### Routing congestion map

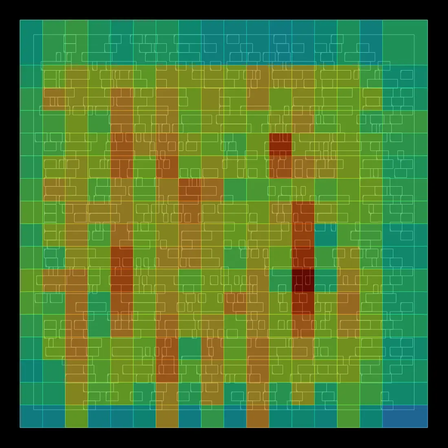
### Wiring by layer

Drawn at 3 px/um. Two of the layers only.
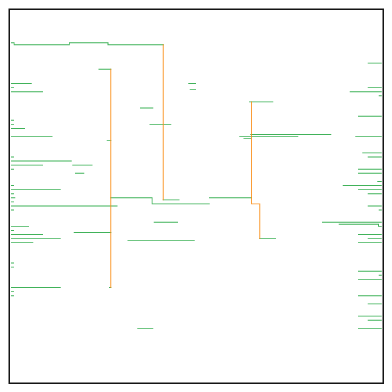
### Close-up of the layout

Region (47, 72) to (77, 102) um. Cells in gray, sequential cells in the stronger gray; small squares are vias.
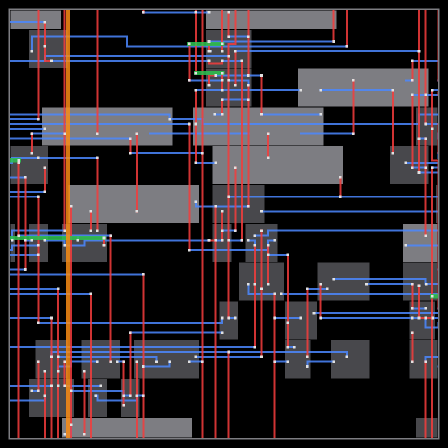
**src/rtl/fetch_pkg.sv**
```systemverilog
// Shared types and constants for the instruction-fetch address generator.
package fetch_pkg;

  typedef enum logic [1:0] {
    IDLE  = 2'd0,
    RUN   = 2'd1,
    FAULT = 2'd2
  } fetch_state_t;

  localparam logic [1:0] FC_NONE     = 2'b00;
  localparam logic [1:0] FC_MISALIGN = 2'b01;
  localparam logic [1:0] FC_RANGE    = 2'b10;

  // Misalignment outranks an out-of-range address when both apply.
  function automatic logic [1:0] fault_cause_sel(input logic misalign,
                                                 input logic out_of_range);
    if (misalign)     return FC_MISALIGN;
    if (out_of_range) return FC_RANGE;
    return FC_NONE;
  endfunction

endpackage

```
**src/rtl/fetch_tag_pipe.sv**
```systemverilog
// Shift register of {valid, pc} tags that tracks ROM reads in flight.
// The tag leaving the last stage describes the word on the ROM data bus.
module fetch_tag_pipe #(
  parameter int unsigned PC_WIDTH = 32,
  parameter int unsigned LATENCY  = 1
) (
  input  logic                clk,
  input  logic                reset,
  input  logic                en_i,
  input  logic                flush_i,
  input  logic                valid_i,
  input  logic [PC_WIDTH-1:0] pc_i,
  output logic                valid_o,
  output logic [PC_WIDTH-1:0] pc_o
);

  logic                valid_q [LATENCY];
  logic [PC_WIDTH-1:0] pc_q    [LATENCY];

  // Flush drops every tag even while stalled; otherwise shift only when enabled.
  always_ff @(posedge clk or posedge reset) begin
    if (reset) begin
      for (int unsigned i = 0; i < LATENCY; i++) begin
        valid_q[i] <= 1'b0;
        pc_q[i]    <= '0;
      end
    end else if (flush_i) begin
      for (int unsigned i = 0; i < LATENCY; i++) begin
        valid_q[i] <= 1'b0;
        pc_q[i]    <= '0;
      end
    end else if (en_i) begin
      valid_q[0] <= valid_i;
      pc_q[0]    <= pc_i;
      for (int unsigned i = 1; i < LATENCY; i++) begin
        valid_q[i] <= valid_q[i-1];
        pc_q[i]    <= pc_q[i-1];
      end
    end
  end

  assign valid_o = valid_q[LATENCY-1];
  assign pc_o    = pc_q[LATENCY-1];

endmodule

```
**src/rtl/fetch_addr_gen.sv**
```systemverilog
// Instruction-fetch address generator: owns the fetch PC, maps it onto a
// synchronous instruction ROM, tags returned words and reports fetch faults.
module fetch_addr_gen
  import fetch_pkg::*;
#(
  parameter int unsigned          PC_WIDTH       = 32,
  parameter int unsigned          ROM_ADDR_WIDTH = 5,
  parameter int unsigned          BYTES_PER_WORD = 4,
  parameter logic [PC_WIDTH-1:0]  ROM_BASE       = '0,
  parameter logic [PC_WIDTH-1:0]  RESET_PC       = '0,
  parameter int unsigned          ROM_LATENCY    = 1
) (
  input  logic                      clk,
  input  logic                      reset,
  input  logic                      stall,
  input  logic                      redirect_valid,
  input  logic [PC_WIDTH-1:0]       redirect_pc,
  output logic [ROM_ADDR_WIDTH-1:0] rom_addr,
  output logic                      rom_en,
  output logic                      instr_valid,
  output logic [PC_WIDTH-1:0]       instr_pc,
  output logic                      fault,
  output logic [1:0]                fault_cause,
  output logic [PC_WIDTH-1:0]       fault_pc
);

  localparam int unsigned         SHIFT      = $clog2(BYTES_PER_WORD);
  localparam logic [PC_WIDTH:0]   ROM_BYTES  = (PC_WIDTH+1)'(BYTES_PER_WORD) << ROM_ADDR_WIDTH;
  localparam logic [PC_WIDTH-1:0] ALIGN_MASK = PC_WIDTH'(BYTES_PER_WORD - 1);

  fetch_state_t        state_q, state_d;
  logic [PC_WIDTH-1:0] pc_q, pc_d;
  logic                fault_q, fault_d;
  logic [1:0]          cause_q, cause_d;
  logic [PC_WIDTH-1:0] fpc_q, fpc_d;

  logic [PC_WIDTH-1:0] off;
  logic                misalign;
  logic                out_of_range;
  logic                issue;
  logic                flush;

  // Offset wraps, so a PC below ROM_BASE lands far above the ROM and reads as out of range.
  assign off          = pc_q - ROM_BASE;
  assign misalign     = |(pc_q & ALIGN_MASK);
  assign out_of_range = {1'b0, off} >= ROM_BYTES;
  assign rom_addr     = ROM_ADDR_WIDTH'(off >> SHIFT);

  // Next-state, PC and fault bookkeeping; priority is redirect > stall > issue.
  always_comb begin
    state_d = state_q;
    pc_d    = pc_q;
    fault_d = fault_q;
    cause_d = cause_q;
    fpc_d   = fpc_q;
    issue   = 1'b0;
    flush   = 1'b0;
    unique case (state_q)
      IDLE: begin
        state_d = RUN;
      end
      RUN: begin
        if (redirect_valid) begin
          pc_d  = redirect_pc;
          flush = 1'b1;
        end else if (stall) begin
          // hold everything
        end else if (misalign || out_of_range) begin
          state_d = FAULT;
          fault_d = 1'b1;
          cause_d = fault_cause_sel(misalign, out_of_range);
          fpc_d   = pc_q;
        end else begin
          issue = 1'b1;
          pc_d  = pc_q + PC_WIDTH'(BYTES_PER_WORD);
        end
      end
      FAULT: begin
        if (redirect_valid) begin
          state_d = RUN;
          pc_d    = redirect_pc;
          flush   = 1'b1;
          fault_d = 1'b0;
          cause_d = FC_NONE;
          fpc_d   = '0;
        end
      end
      default: begin
        state_d = IDLE;
      end
    endcase
  end

  // State, PC and fault registers.
  always_ff @(posedge clk or posedge reset) begin
    if (reset) begin
      state_q <= IDLE;
      pc_q    <= RESET_PC;
      fault_q <= 1'b0;
      cause_q <= FC_NONE;
      fpc_q   <= '0;
    end else begin
      state_q <= state_d;
      pc_q    <= pc_d;
      fault_q <= fault_d;
      cause_q <= cause_d;
      fpc_q   <= fpc_d;
    end
  end

  assign rom_en      = issue;
  assign fault       = fault_q;
  assign fault_cause = cause_q;
  assign fault_pc    = fpc_q;

  fetch_tag_pipe #(
    .PC_WIDTH (PC_WIDTH),
    .LATENCY  (ROM_LATENCY)
  ) u_tag_pipe (
    .clk     (clk),
    .reset   (reset),
    .en_i    (!stall),
    .flush_i (flush),
    .valid_i (issue),
    .pc_i    (pc_q),
    .valid_o (instr_valid),
    .pc_o    (instr_pc)
  );

endmodule

```
**config.mk**
```make
export PLATFORM = sky130hd
export DESIGN_NAME = fetch_addr_gen
export DESIGN_NICKNAME = d
export VERILOG_FILES = /design/src/rtl/fetch_pkg.sv /design/src/rtl/fetch_tag_pipe.sv /design/src/rtl/fetch_addr_gen.sv
export SDC_FILE = /design/constraint.sdc
export NUM_CORES = 1
export LEC_CHECK = 0
export CAP_MARGIN = 10
export CELL_PAD_IN_SITES_DETAIL_PLACEMENT = 1
export CELL_PAD_IN_SITES_GLOBAL_PLACEMENT = 2
export CORE_MARGIN = 4
export CORE_UTILIZATION = 34
export CTS_CLUSTER_DIAMETER = 120
export DETAILED_ROUTE_END_ITERATION = 8
export PLACE_DENSITY_LB_ADDON = 0.05
export SLEW_MARGIN = 20
export SYNTH_ARGS = -nofsm -noshare
export SYNTH_HDL_FRONTEND = slang
export SYNTH_SLANG_ARGS = --single-unit
```
**constraint.sdc**
```tcl
create_clock -name clk -period 5.35 [get_ports clk]
set_input_delay 1.07 -clock clk [delete_from_list [all_inputs] [get_ports clk]]
set_output_delay 1.07 -clock clk [all_outputs]
set_load 0.01 [all_outputs]
```
==> flow_summary.ini <==
; yosys + openroad results
[status]
status = finished, final reports clean

[final_timing]
maxSlewHeadroom_pct = 31.2
rsz0062_at_grt = no
setup_slack_ns = 1.55
drv_slew = 0
min_period_over_period_pct = 71.0

[placement]
portBuffers = 109
pre_cts_ws_ns = 1.64

[global_route]
grt.overflow.total = 0
grt_pass1_vias = 3722
grt_start_max_net_pins = 76

[floorplan]
core_um2 = 13200

[critical_path]
crit_end = rom_en
r2r.worst_path.cells = 8
worstSetupStartpointType = flip-flop
worstSetupStartpoint = state_q[1]$_DFFE_PP0P_

[pwr]
seqPwrFrac_pct = 40.1
power_density_nw_per_um2 = 621
p_int_w = 0.00241
total_power_w = 0.00378
p_sw_w = 0.00137
power_frac_clock_pct = 19.4

[finish]
drive_above_1_share_pct = 6.85
seqCellArea_um2 = 2550
fin_util_pct = 46.0
inverters = 9
stdcell_count = 687
final-nonclk-buf-share_pct = 18.7
seq-cell-share_pct = 41.9
nNetsFinal = 547
comb_cells = 268
syn2layout_area_growth_pct = 32.9

[drt]
dr.pass1.iters = 4
initialDrtViolationCount = 170
antenna_left = 0

[clocking]
numCtsBuffers = 9
root_buffer = clkbuf_16
cts-resized-gates = 0

[min_path]
min_path_cells = 1

[synthesis]
synth_flops = 102
yosysWarningCount = 0
flop_cell = dfrtp_1

[run]
warning_count = 30
## Picture notes: 'Routing congestion map'
WL per Instance: 20.1 um
GR Util All Layers: 18.8%

## Picture notes: 'Wiring by layer'
Key: orange = M4 [wire length 173 um]; green = M3 [wire length 622 um]
Total Wirelength: 13800 um
routed via count: 3671

## Picture notes: 'Close-up of the layout'
Key: orange = M4; blue = M1; red = M2; green = M3
Most frequent: dfrtp_1 (6), nor2_1 (3). Netlist names of flops here include `pc_q` (3). Sequential cells in the window: 6. 32 logic cells have their middle in the window.

critical path, stage by stage (launching register included):
cell	delay [ns]
dfrtp_1	0.40
inv_1	0.09
ha_1	0.26
nor3b_1	0.32
nand4_1	0.15
or2_0	0.33
nor3_1	0.23
clkdlybuf4s50_1	0.59
cells in the mapped netlist (7+ instances only):
cell / instances / area [um2]
a2bb2oi_1: 12 / 105
a21oi_1: 13 / 65.1
a22o_1: 34 / 298
nand2_1: 21 / 78.8
nand3_1: 8 / 40.0
o22ai_1: 9 / 56.3
inv_1: 9 / 33.8
nand4_1: 7 / 43.8
buf_4: 7 / 52.6
dfrtp_1: 102 / 2550
o21ai_0: 9 / 45.0
mux2i_1: 35 / 350
clkbuf_1: 15 / 56.3
nor2_1: 53 / 199
through the flow:
stage | hold WS, ns | area, um2
after floorplan | 0.476 | 4590
after global placement | 0.482 | 5760
after detailed placement | 0.481 | 5760
after CTS | 0.502 | 6090
after global routing | 0.513 | 6090
final | 0.497 | 6090
cell families (layout without fill, tap and decap cells):
group	count (synthesis)	in the layout	share of synthesized area [%]
mux	37	37	8.13
fa+ha+maj	5	5	1.36
buf+inv	43	141	4.91
compound gates	104	104	17.0
flops	102	102	55.7
simple gates	122	122	12.9
flip-flops by register name, summed over array words and instances (netlist names):
name	count
fault_pc	32
pc_q	32
u_tag_pipe.pc_o	32
fault_cause	2
state_q	2
fault	1
u_tag_pipe.valid_o	1
routing by layer:
| layer | vias to the layer above | part of all wire [%] | track usage [%] | wire length [um] |
|---|---|---|---|---|
| met5 | - | 0 | 0 | 0 |
| met4 | 0 | 1.2 | 5.82 | 172 |
| met3 | 10 | 4.5 | 3.54 | 621 |
| met2 | 91 | 46 | 28.9 | 6410 |
| met1 | 1878 | 48 | 27.0 | 6600 |
| li1 | 1692 | - | - | - |
